==> config.mk <==
export PLATFORM = sky130hd
export DESIGN_NAME = cska_pipe
export DESIGN_NICKNAME = d
export VERILOG_FILES = /design/src/rtl/cska_pkg.sv /design/src/rtl/cla_block.sv /design/src/rtl/cska_pipe_stage.sv /design/src/rtl/cska_pipe.sv
export SDC_FILE = /design/constraint.sdc
export NUM_CORES = 1
export LEC_CHECK = 0
export CAP_MARGIN = 20
export CORE_ASPECT_RATIO = 0.5
export CORE_UTILIZATION = 38
export CTS_BUF_LIST = sky130_fd_sc_hd__clkbuf_16
export DETAILED_ROUTE_END_ITERATION = 10
export GPL_ROUTABILITY_DRIVEN = 1
export PLACE_DENSITY = 0.56
export SLEW_MARGIN = 10
export SYNTH_ARGS = -nofsm -noshare
export SYNTH_HDL_FRONTEND = slang
export SYNTH_HIERARCHICAL = 1
export SYNTH_SLANG_ARGS = --single-unit
==> constraint.sdc <==
create_clock -name clk -period 3.9 [get_ports clk]
set_input_delay 0.78 -clock clk [delete_from_list [all_inputs] [get_ports clk]]
set_output_delay 0.78 -clock clk [all_outputs]
set_load 0.01 [all_outputs]
==> src/rtl/cska_pkg.sv <==
// Shared configuration helpers for the pipelined carry-skip adder/subtractor.
package cska_pkg;

  function automatic int unsigned calc_blocks(int unsigned n, int unsigned block_size);
    return n / block_size;
  endfunction

  function automatic int unsigned calc_bps(int unsigned blocks, int unsigned stages);
    return blocks / stages;
  endfunction

  // True when the width splits into whole blocks and the blocks split evenly across stages.
  function automatic bit cfg_ok(int unsigned n, int unsigned block_size, int unsigned stages);
    return (n > 0) && (block_size > 0) && (stages > 0) &&
           (n % block_size == 0) && ((n / block_size) % stages == 0);
  endfunction

endpackage

==> src/rtl/cla_block.sv <==
// One carry-lookahead block: slice sum for a given carry-in, plus the block
// generate-carry (carry-out assuming carry-in 0) and the block propagate.
module cla_block #(
  parameter int unsigned W = 4
) (
  input  logic [W-1:0] a_i,
  input  logic [W-1:0] b_i,
  input  logic         c_i,
  output logic [W-1:0] s_o,
  output logic         g_o,
  output logic         p_o
);

  logic [W-1:0] gen_bit;
  logic [W-1:0] prop_bit;
  logic [W-1:0] carry;
  logic [W:0]   gen_carry;

  // NOTE: every variable written in always_comb gets a value before any
  // conditional or loop touches it, so no path can leave a latch behind.
  always_comb begin
    gen_bit      = a_i & b_i;
    prop_bit     = a_i ^ b_i;
    carry        = '0;
    gen_carry    = '0;
    carry[0]     = c_i;
    for (int i = 0; i < W - 1; i++) begin
      carry[i+1] = gen_bit[i] | (prop_bit[i] & carry[i]);
    end
    for (int i = 0; i < W; i++) begin
      gen_carry[i+1] = gen_bit[i] | (prop_bit[i] & gen_carry[i]);
    end
  end

  assign s_o = prop_bit ^ carry;
  assign g_o = gen_carry[W];
  assign p_o = &prop_bit;

endmodule

==> src/rtl/cska_pipe_stage.sv <==
// One pipeline stage: resolves BPS skip blocks of the running sum and
// registers the result behind a valid/ready handshake.
module cska_pipe_stage #(
  parameter int unsigned N          = 16,
  parameter int unsigned BLOCK_SIZE = 4,
  parameter int unsigned BPS        = 2,
  parameter int unsigned STAGE_IDX  = 0
) (
  input  logic         clk,
  input  logic         rst,
  input  logic         up_valid_i,
  output logic         up_ready_o,
  input  logic [N-1:0] up_psum_i,
  input  logic [N-1:0] up_a_i,
  input  logic [N-1:0] up_b_i,
  input  logic         up_carry_i,
  input  logic         dn_ready_i,
  output logic         dn_valid_o,
  output logic [N-1:0] dn_psum_o,
  output logic [N-1:0] dn_a_o,
  output logic [N-1:0] dn_b_o,
  output logic         dn_carry_o
);

  localparam int unsigned SW = BPS * BLOCK_SIZE;
  localparam int unsigned LO = STAGE_IDX * SW;

  typedef struct packed {
    logic         valid;
    logic [N-1:0] psum;
    logic [N-1:0] a;
    logic [N-1:0] b;
    logic         carry;
  } stage_t;

  stage_t        stage_q, stage_d;
  logic [BPS:0]  blk_c;
  logic [BPS-1:0] blk_g, blk_p;
  logic [SW-1:0] slice_sum;
  logic          advance;

  assign blk_c[0] = up_carry_i;

  for (genvar j = 0; j < BPS; j++) begin : g_block
    cla_block #(.W(BLOCK_SIZE)) u_cla (
      .a_i (up_a_i[LO + j*BLOCK_SIZE +: BLOCK_SIZE]),
      .b_i (up_b_i[LO + j*BLOCK_SIZE +: BLOCK_SIZE]),
      .c_i (blk_c[j]),
      .s_o (slice_sum[j*BLOCK_SIZE +: BLOCK_SIZE]),
      .g_o (blk_g[j]),
      .p_o (blk_p[j])
    );
    // Skip mux: a fully propagating block passes its carry-in straight through.
    assign blk_c[j+1] = blk_p[j] ? blk_c[j] : blk_g[j];
  end

  assign advance    = !stage_q.valid || dn_ready_i;
  assign up_ready_o = advance;

  always_comb begin
    stage_d = stage_q;
    if (advance) begin
      stage_d.valid = up_valid_i;
      if (up_valid_i) begin
        stage_d.psum              = up_psum_i;
        stage_d.psum[LO +: SW]    = slice_sum;
        stage_d.a                 = up_a_i;
        stage_d.b                 = up_b_i;
        stage_d.carry             = blk_c[BPS];
      end
    end
  end

  // NOTE: state registers use non-blocking assignments so every stage samples
  // its neighbour's pre-edge value. The datapath is reset along with the valid
  // bit because the last stage's fields are the visible sum/cout/ovf outputs.
  always_ff @(posedge clk or posedge rst) begin
    if (rst) begin
      stage_q <= '0;
    end else begin
      stage_q <= stage_d;
    end
  end

  assign dn_valid_o = stage_q.valid;
  assign dn_psum_o  = stage_q.psum;
  assign dn_a_o     = stage_q.a;
  assign dn_b_o     = stage_q.b;
  assign dn_carry_o = stage_q.carry;

endmodule

==> src/rtl/cska_pipe.sv <==
// Pipelined carry-skip adder/subtractor with valid/ready on both sides.
// The carry chain is split evenly over STAGES registered stages.
module cska_pipe
  import cska_pkg::*;
#(
  parameter int unsigned N          = 16,
  parameter int unsigned BLOCK_SIZE = 4,
  parameter int unsigned STAGES     = 2
) (
  input  logic         clk,
  input  logic         rst,
  input  logic         in_valid,
  output logic         in_ready,
  input  logic [N-1:0] a,
  input  logic [N-1:0] b,
  input  logic         cin,
  input  logic         sub,
  output logic         out_valid,
  input  logic         out_ready,
  output logic [N-1:0] sum,
  output logic         cout,
  output logic         ovf
);

  localparam int unsigned BLOCKS = calc_blocks(N, BLOCK_SIZE);
  localparam int unsigned BPS    = calc_bps(BLOCKS, STAGES);

  if (!cfg_ok(N, BLOCK_SIZE, STAGES)) begin : g_cfg_check
    $fatal(1, "cska_pipe: N must divide into BLOCK_SIZE blocks and the blocks evenly into STAGES");
  end

  // Index 0 is the incoming beat; index k+1 is the register of stage k.
  logic [STAGES:0][N-1:0] psum_w, a_w, b_w;
  logic [STAGES:0]        carry_w, valid_w, ready_w;
  logic                   unused_tail;

  assign psum_w[0]       = '0;
  assign a_w[0]          = a;
  assign b_w[0]          = sub ? ~b : b;
  assign carry_w[0]      = sub ? 1'b1 : cin;
  assign valid_w[0]      = in_valid;
  assign ready_w[STAGES] = out_ready;

  for (genvar k = 0; k < STAGES; k++) begin : g_stage
    cska_pipe_stage #(
      .N          (N),
      .BLOCK_SIZE (BLOCK_SIZE),
      .BPS        (BPS),
      .STAGE_IDX  (k)
    ) u_stage (
      .clk        (clk),
      .rst        (rst),
      .up_valid_i (valid_w[k]),
      .up_ready_o (ready_w[k]),
      .up_psum_i  (psum_w[k]),
      .up_a_i     (a_w[k]),
      .up_b_i     (b_w[k]),
      .up_carry_i (carry_w[k]),
      .dn_ready_i (ready_w[k+1]),
      .dn_valid_o (valid_w[k+1]),
      .dn_psum_o  (psum_w[k+1]),
      .dn_a_o     (a_w[k+1]),
      .dn_b_o     (b_w[k+1]),
      .dn_carry_o (carry_w[k+1])
    );
  end

  assign in_ready  = ready_w[0] & ~rst;
  assign out_valid = valid_w[STAGES];
  assign sum       = psum_w[STAGES];
  assign cout      = carry_w[STAGES];
  assign ovf       = (a_w[STAGES][N-1] == b_w[STAGES][N-1]) &&
                     (psum_w[STAGES][N-1] != a_w[STAGES][N-1]);

  // Only the operand sign bits matter once the last stage has resolved the sum.
  assign unused_tail = ^{a_w[STAGES][N-2:0], b_w[STAGES][N-2:0]};

endmodule

==> deck_impl_summary.md <==
Run Summary

STA
  • Fin crit share: 0.945
  • Worst-margin pin slew: about 0.86 ns

Routing
  • Final antenna-violating net count: 0
  • Max Used Layer: met4

Critical path
  • Worst path most repeated cell: fa_1
  • Setup crit start kind: input pin
  • Critical Path RT: between 4 and 5 ns
  • CP max-delay cell: clkdlybuf4s50_1
  • Setup CP Type: input pin to flop
  • Register-to-Register Path Depth: 10
  • Critical path, cell by cell: clkdlybuf4s50_1 > xor2_1 > ha_1 > a21oi_1 > o21ai_1 > mux2_2 > inv_1 > fa_1 > inv_1 > fa_1 > fa_1 > xor2_1 > mux2_2

GRT
  • M2 GR Usage: 0.240
  • Initial antenna violation count: 0
  • Largest net degree at the start of global routing: 26

Power and ir drop
  • Power Clock: between 0.0004 and 0.0005 W
  • Total power: approximately 0.0018 W

Run status
  • Status: complete, no violations

Layout
  • Max reg flops: 24
  • Layout Nets: between 300 and 400

Synthesis
  • Post-synth net total: 274

Clock tree
  • CTS tree: built
  • Clk ins delay skew pair: 0.28 ns
  • Total CTS buffers: 5
  • Clock Pin Slew Worst Setup and Hold Paths: around 0.060 ns
  • Longest Clk Path Bufs: 2

Placement
  • Hpwl dp: about 3700 um

Job
  • Max_cap viols: 0

Floorplanning
  • Starting Density: 0.398

Min path
  • Hold path depth: 1
## critical path: cells and delay by family
kind	cells	cell delay [ns]
adders and majority gates	4	1.19
buffers and inverters	3	0.73
muxes	2	0.52
AOI/OAI and AO/OA	2	0.23
xor gates and xnor gates	2	0.38
## through the flow
stage / setup WS, ns / hold WS, ns
2_1_floorplan: 0.501 / 0.475
4_1_cts: 0.195 / 0.508
5_1_grt: 0.0706 / 0.518
3_5_place_dp: -0.0963 / 0.493
6_report: 0.214 / 0.500
3_3_place_gp: -0.0183 / 0.483
## layout make-up
type	instances	area (sq um)
multi-input cells	127	1360
flip-flops and latches	46	1150
inverters	24	90.1
clock buffers	5	125
clock inverters	3	16.3
repair buffers	64	631
well taps	92	115
fillers	610	3290
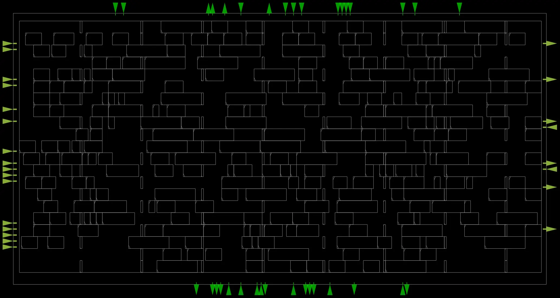
final_placement.png
Final Non-Filler Cells: 361
flop count: 46

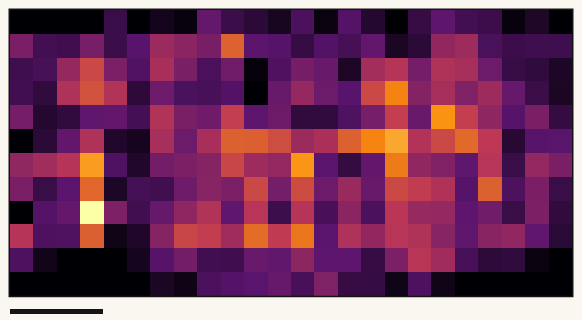
wire_density.png
The bar under the picture is 20 um long. The die is cut into 24 by 12 equal tiles; black is low, pale yellow is high, scaled to the fullest tile. Values are wire area over tile area, all layers added.
emptiest ninth of the die: south-west
mean over tiles: 0.096
nearly empty tiles: 9.0%
routed len/inst: 13.0 um
Tot GR Track Use: 0.138
Vias: 1643
WL final: 4700 um

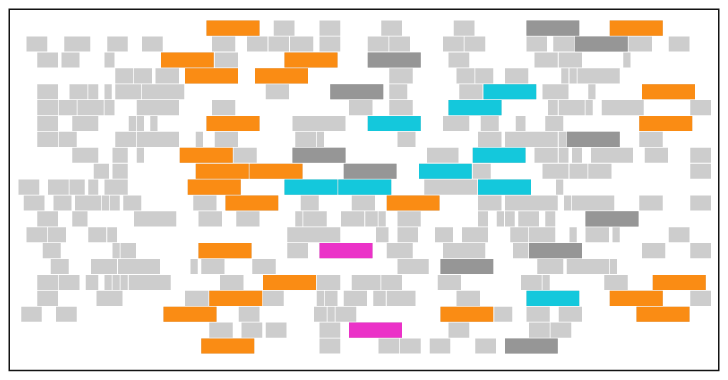
registers.png
Other sequential cells in the stronger grey, the rest of the logic in the fainter grey.
legend:
  magenta:
    signal: g_stage.u_stage/dn_valid_o
    sequential_cells: 2
  cyan:
    signal: g_stage.u_stage/dn_b_o
    sequential_cells: 9
  orange:
    signal: g_stage.u_stage/dn_psum_o
    sequential_cells: 24
    where: widely spread
Seq/total area: 0.330
FF/Latch Area: 1150 sq um
P_seq: 0.000735 W
Final Util: 0.514

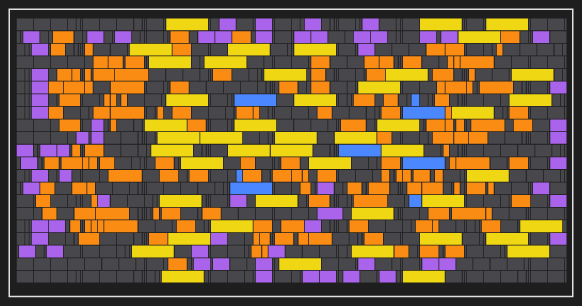
cell_classes.png
Fill, decap, tap and diode cells in grey.
legend:
  yellow:
    class: flip-flops
    cells: 46
    share_of_their_area: 34%
  purple:
    class: other buffers and delay cells
    cells: 64
    share_of_their_area: 19%
  blue:
    class: clock drivers and dummy loads
    cells: 8
    share_of_their_area: 4.2%
  orange:
    class: all other logic
    cells: 151
    share_of_their_area: 43%
fin area: 3480 sq um
# rows: 21
core area: 6780 sq um

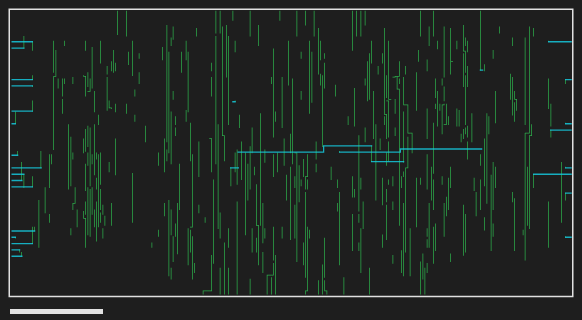
metal_stack.png
The bar under the picture is 20 um long. Two of the layers only.
legend:
  green:
    layer: met2
    wire_length: 2290 um
  cyan:
    layer: met3
    wire_length: 144 um

No activity file was given, so power comes from the tool's default toggle rates.
